===== config.mk =====
export PLATFORM = sky130hd
export DESIGN_NAME = w_diff_accumulator
export DESIGN_NICKNAME = d
export VERILOG_FILES = /design/src/rtl/w_diff_accumulator.sv
export SDC_FILE = /design/constraint.sdc
export NUM_CORES = 1
export LEC_CHECK = 0
export CORE_MARGIN = 2
export CORE_UTILIZATION = 56
export DETAILED_ROUTE_END_ITERATION = 16
export PLACE_DENSITY = 0.83
export SLEW_MARGIN = 40
export SYNTH_ARGS = -nofsm -noshare
export SYNTH_HDL_FRONTEND = slang
export SYNTH_SLANG_ARGS = --single-unit
export TNS_END_PERCENT = 5

===== constraint.sdc =====
create_clock -name clk -period 4.1 [get_ports clk]
set_input_delay 0.82 -clock clk [delete_from_list [all_inputs] [get_ports clk]]
set_output_delay 0.82 -clock clk [all_outputs]
set_load 0.01 [all_outputs]

===== src/rtl/w_diff_accumulator.sv =====
// Frame accumulator for the signed subtractor's difference stream: sums LEN samples with per-step saturation.
// Define W_DIFFACC_ABS_EN to accumulate absolute differences instead of the signed sum.
module w_diff_accumulator #(
  parameter int N     = 8,
  parameter int LEN   = 16,
  parameter int ACC_W = 14
) (
  input  logic                    clk,
  input  logic                    rst,
  input  logic signed [N+1:0]     DIFF_IN,
  input  logic                    in_valid,
  output logic                    in_ready,
  input  logic                    CLR,
  output logic signed [ACC_W-1:0] SUM,
  output logic                    SAT,
  output logic                    out_valid,
  input  logic                    out_ready
);

  localparam int CW = (LEN > 1) ? $clog2(LEN) : 1;
  localparam logic signed [ACC_W-1:0] ACC_MAX = {1'b0, {(ACC_W-1){1'b1}}};
  localparam logic signed [ACC_W-1:0] ACC_MIN = {1'b1, {(ACC_W-1){1'b0}}};
  localparam logic [CW-1:0] CNT_LAST = CW'(LEN - 1);

  typedef enum logic {ST_ACC = 1'b0, ST_HOLD = 1'b1} state_t;

  state_t                  state_q;
  logic signed [ACC_W-1:0] acc_q;
  logic [CW-1:0]           cnt_q;
  logic                    flag_q;
  logic signed [ACC_W-1:0] sum_q;
  logic                    sat_q;
  logic                    out_valid_q;

  logic signed [ACC_W-1:0] sample_ext;
  logic signed [ACC_W-1:0] sample_val;
  logic signed [ACC_W:0]   sum_wide;
  logic signed [ACC_W-1:0] acc_d;
  logic                    clamp_d;
  logic                    accept;

  assign sample_ext = ACC_W'(DIFF_IN);

`ifdef W_DIFFACC_ABS_EN
  // ACC_W >= N+3 here, so negating the most negative sample cannot overflow.
  assign sample_val = sample_ext[ACC_W-1] ? -sample_ext : sample_ext;
`else
  assign sample_val = sample_ext;
`endif

  always_comb begin
    sum_wide = {acc_q[ACC_W-1], acc_q} + {sample_val[ACC_W-1], sample_val};
    acc_d    = sum_wide[ACC_W-1:0];
    clamp_d  = 1'b0;
    // Top two bits disagree only when the result left the ACC_W range.
    if (sum_wide[ACC_W] != sum_wide[ACC_W-1]) begin
      clamp_d = 1'b1;
      acc_d   = sum_wide[ACC_W] ? ACC_MIN : ACC_MAX;
    end
  end

  assign in_ready  = (state_q == ST_ACC) && !rst;
  assign accept    = in_valid && in_ready;
  assign SUM       = sum_q;
  assign SAT       = sat_q;
  assign out_valid = out_valid_q;

  always_ff @(posedge clk) begin
    if (rst) begin
      state_q     <= ST_ACC;
      acc_q       <= '0;
      cnt_q       <= '0;
      flag_q      <= 1'b0;
      sum_q       <= '0;
      sat_q       <= 1'b0;
      out_valid_q <= 1'b0;
    end else begin
      case (state_q)
        ST_ACC: begin
          if (CLR) begin
            acc_q  <= '0;
            cnt_q  <= '0;
            flag_q <= 1'b0;
          end else if (accept) begin
            if (cnt_q == CNT_LAST) begin
              sum_q       <= acc_d;
              sat_q       <= flag_q | clamp_d;
              acc_q       <= '0;
              cnt_q       <= '0;
              flag_q      <= 1'b0;
              state_q     <= ST_HOLD;
              out_valid_q <= 1'b1;
            end else begin
              acc_q  <= acc_d;
              cnt_q  <= cnt_q + CW'(1);
              flag_q <= flag_q | clamp_d;
            end
          end
        end
        ST_HOLD: begin
          if (out_ready) begin
            state_q     <= ST_ACC;
            out_valid_q <= 1'b0;
          end
        end
        default: begin
          state_q     <= ST_ACC;
          out_valid_q <= 1'b0;
        end
      endcase
    end
  end

endmodule


M2 wires:
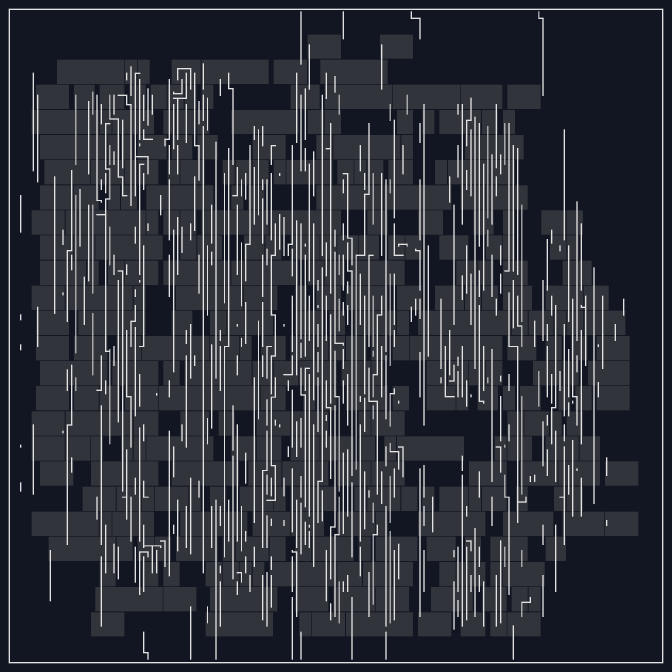
nets with wire on the layer = 305
longest straight run = 48.3 um
main direction = vertical
wire length on this layer = 2800 um
share of all routed wire = 46%
vias: 2341
final wirelength: 6117 um
grt met2 use: 0.3962

Gate families picked out:
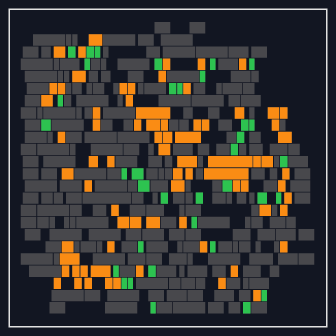
orange -> aoi and oai cells  # cells 75, where widely spread
green -> nand cells  # cells 35
Cell Count, Final, Fillers Out: 380
Top cell excl fill/tap: dfxtp_1

Placed standard cells:
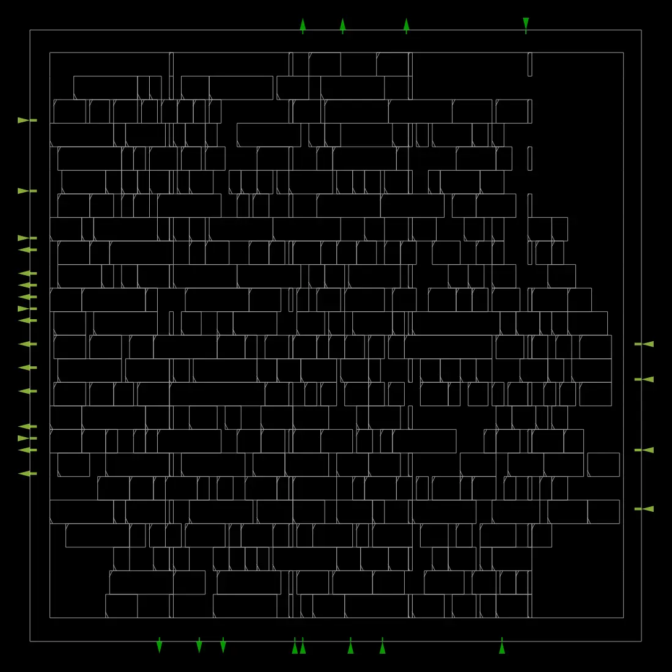
Seq area share: 0.2441
Tapcells: 52

==> ci_impl_report.md <==
### Metrics collected by this job

| Metric | Value |
|---|---|
| Endpoint class of the critical path | `register` |
| Endpoints failing hold | `0` |
| Actual slew at the worst max-slew pin | `676.0 ps` |
| Chip width | `70.61 um` |
| Hold depth | `2` |
| Tool warnings | `26` |
| Seq pwr | `0.365 mW` |
| Synth Flop Type | `dfxtp_1` |
| Final Wtd Congestion | `0.8844` |
| Deepest clock path buffer count | `2` |
| Global route hottest layer | `met2` |
| Pwr Density | `321.6 mW/mm2` |
| Yosys Chip Area | `0.002485 mm2` |
| Mapped Cells | `301` |
| Share of cells above drive strength 1 | `0.1006` |
| Root buffer cell | `clkbuf_8` |
| Final nets | `358` |
| Crit path max fanout | `9` |
| Routed WL per cell | `16.10 um` |
| CTS Buf Count | `5` |
| Sw Ratio | `0.2908` |
| Post-synth seq share | `0.2900` |
| Crit path kind | `in -> reg` |
| Port bufs | `31` |
| Drt initial violations | `145` |
| Hold Slack | `449.7 ps` |
| Top power group | `sequential cells` |
| WP data arrival | `3820 ps` |
| Post-synth EDFFs | `0` |
| Post-route ant nets | `0` |
| Worst EP required | `4300 ps` |
| Mapped Area | `0.002485 mm2` |
| Count leader, synth | `dfxtp_1` |
| Diodes inserted | `0` |
| Synth unique cells | `63` |
| Net Sw Power | `0.2762 mW` |
| HP Class | `reg -> reg` |
| Logic pwr share | `0.252` |
| Worst Setup Start Kind | `primary input` |
| Number of fill cells | `353` |
| Final setup viols | `0` |
| FF-to-FF path depth | `11` |
| Setup slack at placement | `223.2 ps` |
| Design Power | `0.9498 mW` |
| Setup Buffers After CTS | `0` |
| Ys flops | `36` |
| First-pass GRT wire length | `10170 um` |
| Max-cap violations | `0` |
| Cells after DPL | `372` |
| CTS tree | `done` |
| Async set or reset register ratio after synthesis | `0` |
| Maximum clock rate | `0.2764 GHz` |
| Synth warnings | `0` |
| Largest net degree at the start of global routing | `23` |
| Area grow syn2layout | `18.83%` |
| Final period util | `0.8826` |
| RSZ-0062 raised after global routing | `false` |
| IO Pins | `32` |
| Most area-consuming cells after synthesis | `dfxtp_1 (29%), ha_1 (7.6%), nor2_1 (5.3%), a21oi_1 (5.0%), o21ai_0 (4.0%)` |
| Dpl cell area | `0.002826 mm2` |
| Detailed Place HPWL | `4588 um` |
| Total track usage | `0.2542` |
| Max-slew headroom | `0.5477` |
| Flop pwr share | `0.384` |
| Setup TNS | `0 ps` |
| Peak VDD IR | `303.4 uV` |
| Mapped Nets | `332` |
| Met1 usage | `0.3647` |
| Vias in the first global route | `2116` |
| Syn Area/Cell | `8.255 um2` |
| Tmin final | `3618 ps` |
| Setup ws final | `481.5 ps` |
| Area share, top type | `0.2900` |
| Initial antenna violation count | `0` |
| CTS Sinks | `36` |
| Number of hold buffers added after CTS | `0` |
| Floorplan utilization | `0.5747` |
| Post-cts gate resize count | `0` |
| Vias per cell | `6.161` |
| Int Pwr | `0.6736 mW` |
| Pleak | `1.220 nW` |
| Drt drc | `0` |
| Die Height | `70.61 um` |
| Fin. max-slew vios | `0` |
| Die area | `0.004986 mm2` |
| P_comb | `0.239 mW` |
| Status | `complete, no violations` |
| 1st-pass router iterations | `4` |
| GRT overflow | `0` |
| Synth area leader | `dfxtp_1` |
Placement by cell class:
The bar under the picture is 20 um long.
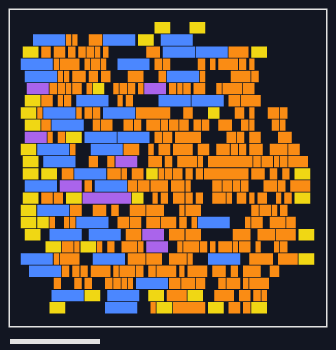
orange -> combinational and other logic  # cells 248, share of their area 59%
yellow -> remaining buffers and delay cells  # cells 36, share of their area 12%
purple -> clock drivers and dummy loads  # cells 8, share of their area 4.4%
blue -> sequential cells  # cells 36, share of their area 25%
design area: 0.002953 mm2
fin util: 0.6829
Rows: 24
Core ar.: 0.004324 mm2

Clock distribution:
The bar under the picture is 20 um long.
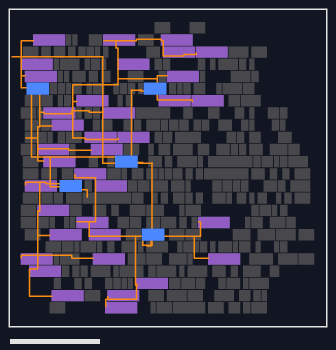
blue -> clock drivers  # count 5
purple -> flip-flops  # count 36
orange -> clock wires  # length 469 um
routed clock nets = 6
clk pwr: 0.346 mW
Insertion Delay late pin: 290 ps
clock power share: 0.364
Final Skew: 8.071 ps

## cell type report
| class | count | area [um2] | area share |
|---|---|---|---|
| multi-input combinational | 239 | 1659 | 0.5619 |
| sequential | 36 | 720.7 | 0.2441 |
| timing repair buffer | 36 | 347.8 | 0.1178 |
| clock buffer | 7 | 96.34 | 0.03263 |
| tap | 52 | 65.06 | 0.02203 |
| inverter | 9 | 33.78 | 0.01144 |
| clock inverter | 1 | 30.03 | 0.01017 |
## layout by cell type, fill, tap and decap left out, types with 6 or more instances in the layout
cell type        Yosys  layout
nor3_1              10      10
a21o_1               8       8
ha_1                15      15
nor2_1              35      34
clkbuf_8             0       7
inv_1                9       9
dfxtp_1             36      36
o21a_1               6       6
nand2_1             18      18
a21oi_1             25      25
nand3_1             12      12
o21ai_0             20      20
clkdlybuf4s50_1      0      31
## worst max-delay path, cell delays in order
cell             delay [ps]
clkdlybuf4s50_1         500
ha_1                    460
nand3_1                 160
o2bb2ai_1               440
a2111oi_4               140
nor2_1                  570
mux2i_1                 160
mux2_2                  330
a211oi_1                230
## path summary, 6_finish.rpt
path / start / to / slack [ps]
setup / recovery: DIFF_IN[9] / SUM[5] / 480
hold reg to reg: acc_q[12] / acc_q[12] / 450
hold / removal: acc_q[12] / acc_q[12] / 450
setup reg to reg: acc_q[0] / SUM[10] / 1140
## layer usage
| metal | up-vias | part of all wire |
|---|---|---|
| met5 | - | 0 |
| met4 | 0 | 0.015 |
| met2 | 80 | 0.46 |
| met3 | 11 | 0.064 |
| li1 | 1180 | - |
| met1 | 1070 | 0.46 |
## cell families after synthesis
logic type / synth area share
xor gates and xnor gates: 0.02115
DFF: 0.2900
and+or+nand+nor: 0.1989
muxes: 0.03374
adders and majority gates: 0.09164
AOI/OAI and AO/OA: 0.3213
buffers and inverters: 0.04330
Power is estimated from default activity; no workload was simulated.
